--- src/rtl/mem_access_ctrl.sv ---
// ============================================================================
// mem_access_ctrl : load/store sequencer for a req/gnt + rvalid data bus
// Rev 1.0
// ============================================================================
`default_nettype none

module mem_access_ctrl #(
  parameter int DATA_WIDTH = 32,
  parameter int TIMEOUT    = 255
) (
  input  logic                  clk,
  input  logic                  rst,
  input  logic                  mem_en,
  input  logic                  mem_we,
  input  logic [2:0]            funct3,
  input  logic [DATA_WIDTH-1:0] addr,
  input  logic [DATA_WIDTH-1:0] wdata,
  output logic                  stall,
  output logic [DATA_WIDTH-1:0] rdata,
  output logic                  rdata_valid,
  output logic                  misaligned,
  output logic                  timeout_err,
  output logic                  bus_req,
  output logic                  bus_we,
  output logic [DATA_WIDTH-1:0] bus_addr,
  output logic [DATA_WIDTH-1:0] bus_wdata,
  output logic [3:0]            bus_be,
  input  logic                  bus_gnt,
  input  logic                  bus_rvalid,
  input  logic [DATA_WIDTH-1:0] bus_rdata
);

  localparam int                c_cnt_w    = $clog2(TIMEOUT + 1);
  localparam logic [c_cnt_w-1:0] c_last_cnt = c_cnt_w'(TIMEOUT - 1);

  typedef enum logic [1:0] {S_IDLE, S_REQ, S_WAIT, S_DONE} state_t;
  typedef enum logic [1:0] {E_NONE, E_MIS, E_TO} err_t;

  state_t                  state_q, state_d;
  err_t                    err_q, err_d;
  logic [c_cnt_w-1:0]      cnt_q, cnt_d;
  logic                    we_q, we_d;
  logic [2:0]              funct3_q, funct3_d;
  logic [DATA_WIDTH-1:0]   addr_q, addr_d;
  logic [DATA_WIDTH-1:0]   wdata_q, wdata_d;
  logic [3:0]              be_q, be_d;
  logic [DATA_WIDTH-1:0]   rdata_q, rdata_d;

  logic                    legal;
  logic                    aligned;
  logic [3:0]              be_new;
  logic [DATA_WIDTH-1:0]   wdata_new;
  logic [7:0]              byte_sel;
  logic [15:0]             half_sel;
  logic [DATA_WIDTH-1:0]   load_ext;
  logic                    last_cycle;

  // Decode of the incoming request: legality, alignment, lanes, replicated data.
  always_comb begin
    legal     = 1'b0;
    aligned   = 1'b1;
    be_new    = 4'b0000;
    wdata_new = wdata;
    case (funct3)
      3'b000: begin
        legal     = 1'b1;
        be_new    = 4'b0001 << addr[1:0];
        wdata_new = {4{wdata[7:0]}};
      end
      3'b001: begin
        legal     = 1'b1;
        aligned   = ~addr[0];
        be_new    = 4'b0011 << {addr[1], 1'b0};
        wdata_new = {2{wdata[15:0]}};
      end
      3'b010: begin
        legal   = 1'b1;
        aligned = (addr[1:0] == 2'b00);
        be_new  = 4'b1111;
      end
      3'b100: legal = ~mem_we;
      3'b101: begin
        legal   = ~mem_we;
        aligned = ~addr[0];
      end
      default: legal = 1'b0;
    endcase
    if (!mem_we) be_new = 4'b0000;
  end

  always_comb begin
    byte_sel = bus_rdata[7:0];
    case (addr_q[1:0])
      2'd1:    byte_sel = bus_rdata[15:8];
      2'd2:    byte_sel = bus_rdata[23:16];
      2'd3:    byte_sel = bus_rdata[31:24];
      default: byte_sel = bus_rdata[7:0];
    endcase
    half_sel = addr_q[1] ? bus_rdata[31:16] : bus_rdata[15:0];
    case (funct3_q)
      3'b000:  load_ext = {{24{byte_sel[7]}}, byte_sel};
      3'b100:  load_ext = {24'd0, byte_sel};
      3'b001:  load_ext = {{16{half_sel[15]}}, half_sel};
      3'b101:  load_ext = {16'd0, half_sel};
      default: load_ext = bus_rdata;
    endcase
  end

  // A completing event in the last allowed cycle takes priority over the abort.
  assign last_cycle = (cnt_q >= c_last_cnt);

  always_comb begin
    state_d  = state_q;
    err_d    = err_q;
    cnt_d    = cnt_q;
    we_d     = we_q;
    funct3_d = funct3_q;
    addr_d   = addr_q;
    wdata_d  = wdata_q;
    be_d     = be_q;
    rdata_d  = rdata_q;
    case (state_q)
      S_IDLE: begin
        if (mem_en) begin
          we_d     = mem_we;
          funct3_d = funct3;
          addr_d   = addr;
          wdata_d  = wdata_new;
          be_d     = be_new;
          cnt_d    = '0;
          if (legal && aligned) begin
            state_d = S_REQ;
            err_d   = E_NONE;
          end else begin
            state_d = S_DONE;
            err_d   = E_MIS;
          end
        end
      end
      S_REQ: begin
        cnt_d = cnt_q + c_cnt_w'(1);
        if (bus_gnt) begin
          state_d = we_q ? S_DONE : S_WAIT;
        end else if (last_cycle) begin
          state_d = S_DONE;
          err_d   = E_TO;
          rdata_d = '0;
        end
      end
      S_WAIT: begin
        cnt_d = cnt_q + c_cnt_w'(1);
        if (bus_rvalid) begin
          state_d = S_DONE;
          rdata_d = load_ext;
        end else if (last_cycle) begin
          state_d = S_DONE;
          err_d   = E_TO;
          rdata_d = '0;
        end
      end
      default: state_d = S_IDLE;
    endcase
  end

  always_ff @(posedge clk) begin
    if (rst) begin
      state_q  <= S_IDLE;
      err_q    <= E_NONE;
      cnt_q    <= '0;
      we_q     <= 1'b0;
      funct3_q <= 3'b000;
      addr_q   <= '0;
      wdata_q  <= '0;
      be_q     <= 4'b0000;
      rdata_q  <= '0;
    end else begin
      state_q  <= state_d;
      err_q    <= err_d;
      cnt_q    <= cnt_d;
      we_q     <= we_d;
      funct3_q <= funct3_d;
      addr_q   <= addr_d;
      wdata_q  <= wdata_d;
      be_q     <= be_d;
      rdata_q  <= rdata_d;
    end
  end

  assign stall       = ~rst & (((state_q == S_IDLE) & mem_en) |
                               (state_q == S_REQ) | (state_q == S_WAIT));
  assign rdata       = rdata_q;
  assign rdata_valid = (state_q == S_DONE) & (err_q == E_NONE) & ~we_q;
  assign misaligned  = (state_q == S_DONE) & (err_q == E_MIS);
  assign timeout_err = (state_q == S_DONE) & (err_q == E_TO);
  assign bus_req     = (state_q == S_REQ);
  assign bus_we      = we_q;
  assign bus_addr    = {addr_q[DATA_WIDTH-1:2], 2'b00};
  assign bus_wdata   = wdata_q;
  assign bus_be      = be_q;

endmodule

`default_nettype wire

--- config.mk ---
export PLATFORM = sky130hd
export DESIGN_NAME = mem_access_ctrl
export DESIGN_NICKNAME = d
export VERILOG_FILES = /design/src/rtl/mem_access_ctrl.sv
export SDC_FILE = /design/constraint.sdc
export NUM_CORES = 1
export LEC_CHECK = 0
export CAP_MARGIN = 20
export CORE_MARGIN = 3
export CORE_UTILIZATION = 45
export DETAILED_ROUTE_END_ITERATION = 10
export GPL_TIMING_DRIVEN = 0
export PLACE_DENSITY = 0.88
export SLEW_MARGIN = 0
export SYNTH_ARGS = -nofsm -noshare
export SYNTH_HDL_FRONTEND = slang
export SYNTH_SLANG_ARGS = --single-unit
--- constraint.sdc ---
create_clock -name clk -period 5.82 [get_ports clk]
set_input_delay 1.164 -clock clk [delete_from_list [all_inputs] [get_ports clk]]
set_output_delay 1.164 -clock clk [all_outputs]
set_load 0.01 [all_outputs]
==> images/congestion.png <==
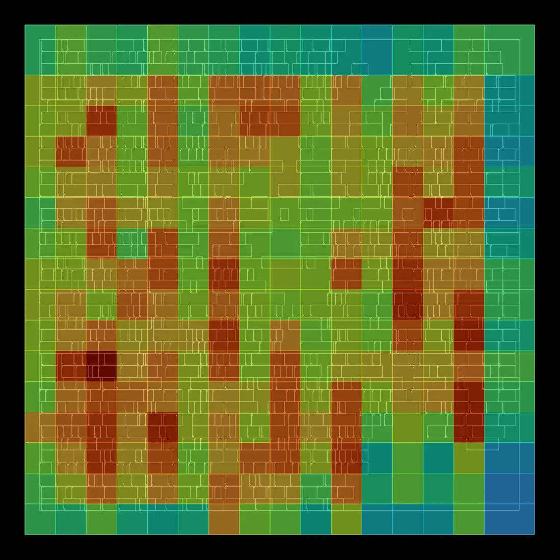
GR Layer Usage met1: 29.2%
grt met2 use: 45.7%

==> images/layer_met4.png <==
Bar = 20 um.
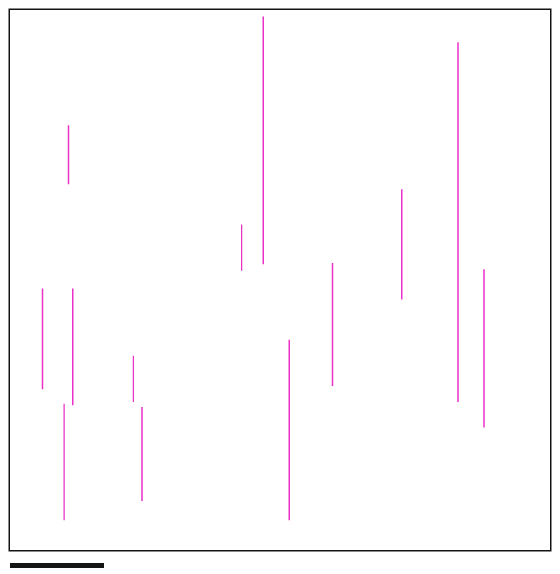
share of all routed wire = 2.1%
wire length on this layer = 370 um
Vias: 5,584
total wire length: 17.6 mm

==> images/flops_by_reg.png <==
Bar = 20 um.
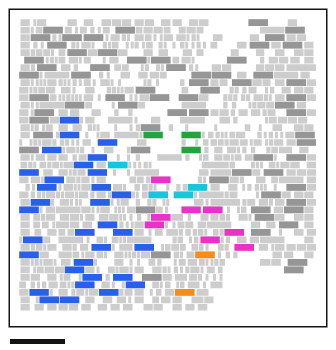
blue -> `bus_wdata`  # flops 32
cyan -> `bus_be`  # flops 4, where center
magenta -> `cnt_q`  # flops 8
orange -> `state_q`  # flops 2
green -> `funct3_q`  # flops 3
not colored = 67
Layout Utilization: 71.1%
Seq area share: 28.5%
Reg area: 2320 um2
sequential cell power: 1.04 mW

==> images/logic_types.png <==
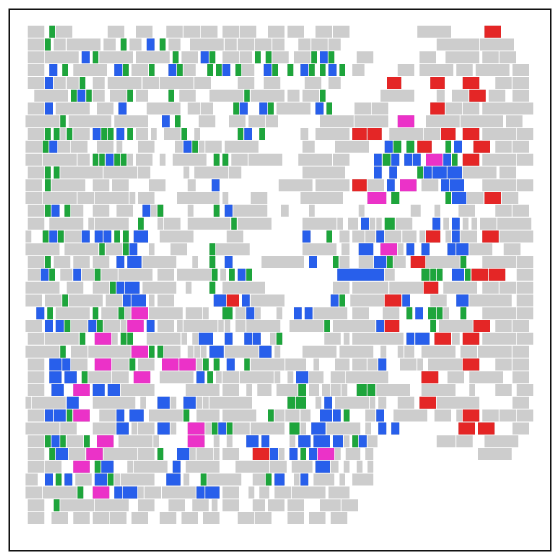
green -> nand cells  # cells 147, where all over the die
red -> non-inverting ao/oa cells  # cells 34, where a vertical strip on the right
magenta -> mux cells  # cells 22
blue -> aoi and oai cells  # cells 152, where all over the die
fraction of area in multi-input gates: 31.1%
Commonest Layout Cell: clkdlybuf4s50_1
non-filler cells, final: 1,022

==> flow_metrics.env <==
# source this file to load flow results
export IMPL_top_layer="met4"
export IMPL_yosys_warnings=0
export IMPL_numPortBuffers=206
export IMPL_flop_cell="dfxtp_1"
export IMPL_ys_sh_adder_pct=1.65
export IMPL_finClkSkew_ps=9.89
export IMPL_nNetsFinal=978
export IMPL_m1WireLength_mm=6.76
export IMPL_worst_path_max_fanout=10
export IMPL_setup_slack_ps=1740
export IMPL_synthCells=640
export IMPL_seq_cell_count=116
export IMPL_drv_cap=0
export IMPL_drc=0
export IMPL_ys_sh_xor_pct=0.823
export IMPL_ir_drop_uv=263
export IMPL_ys_cells=640
export IMPL_logic_area_um2=2540
export IMPL_grtUsageMet3_pct=10.8
export IMPL_postPlaceCellArea_um2=7570
export IMPL_clkSinkCount=116
export IMPL_hold_viol_final=0
export IMPL_tap_cells=143
export IMPL_antenna_found_initial=0
export IMPL_logic_gates=436
export IMPL_switchingPower_mw=1.05
export IMPL_gp_congestion=0.900
export IMPL_status="finished, final reports clean"
export IMPL_holdWs_ps=453
export IMPL_hp_class="reg -> reg"
export IMPL_mappedNetlistArea_um2=5320
export IMPL_firstDrtPassIters=5
export IMPL_max_freq_ghz=0.245
export IMPL_ctsLongestPathBuffers=2
export IMPL_buffer_area_share_pct=30.5
export IMPL_top_area_share_pct=43.6
export IMPL_core_region_area_um2=11500
export IMPL_htree_levels=4
export IMPL_ys_sh_aoi_pct=23.4
export IMPL_synthArstFlopShare_pct=0
export IMPL_grt_start_max_net_pins=17
export IMPL_timing_hold_worst_endpoint="addr_q[4]"
export IMPL_cp_startpoint="mem_en"
export IMPL_clockRootBuffer="clkbuf_16"
export IMPL_ff2ff_path_depth=8
export IMPL_power_clock_total_mw=1.03
export IMPL_track_usage_pct=26.4
export IMPL_final_area_um2=8160
export IMPL_synth_flops=116
export IMPL_rows=39
export IMPL_finalSetupViolCount=0
export IMPL_die_w_um=115
export IMPL_grt_overflow_total=0
export IMPL_synth_distinct_cells=55
export IMPL_path_class="in -> out"
export IMPL_top_logic_kind="AND-OR/OR-AND gates"
export IMPL_nClkBuffers=23
export IMPL_viasPerCell=5.46
export IMPL_grt_first_pass_wirelength_mm=27.2
export IMPL_finalCriticalPeriod_ps=4080
export IMPL_cp_cell_sequence="clkdlybuf4s50_1 > nand2_1 > clkbuf_1 > a21oi_1 > clkdlybuf4s50_1"
export IMPL_initialDrtViolationCount=360
export IMPL_final_cell_mix="clkdlybuf4s50_1 (206), nand2_1 (133), dfxtp_1 (116), a21oi_1 (74)"
export IMPL_ios=211
export IMPL_top_area_cell="dfxtp_1"
synth_stat cells (2+ instances only):
cell and count:
nand2_1 133, dfxtp_1 116, a21oi_1 74, nor2_1 37, clkbuf_1 35, buf_4 32
o21ai_0 30, mux2i_1 21, a221o_1 19, a211oi_1 14, inv_1 11, o211ai_1 10
nand3_1 9, a211o_1 8, a311oi_1 8, buf_1 7, ha_1 7, nor2b_1 7
or3_1 5, a32oi_1 4, xnor2_1 4, a22o_1 3, buf_2 3, nand2b_1 3
nor3_1 3, nor3b_1 3, nor4_1 3, a221oi_1 2, and2_1 2, nand4_1 2
registers in the layout, indices dropped and copies added (netlist names):
register   flops
addr_q        32
bus_wdata     32
rdata         32
cnt_q          8
bus_be         4
funct3_q       3
err_q          2
state_q        2
bus_we         1
Power and IR drop assume default switching activity.
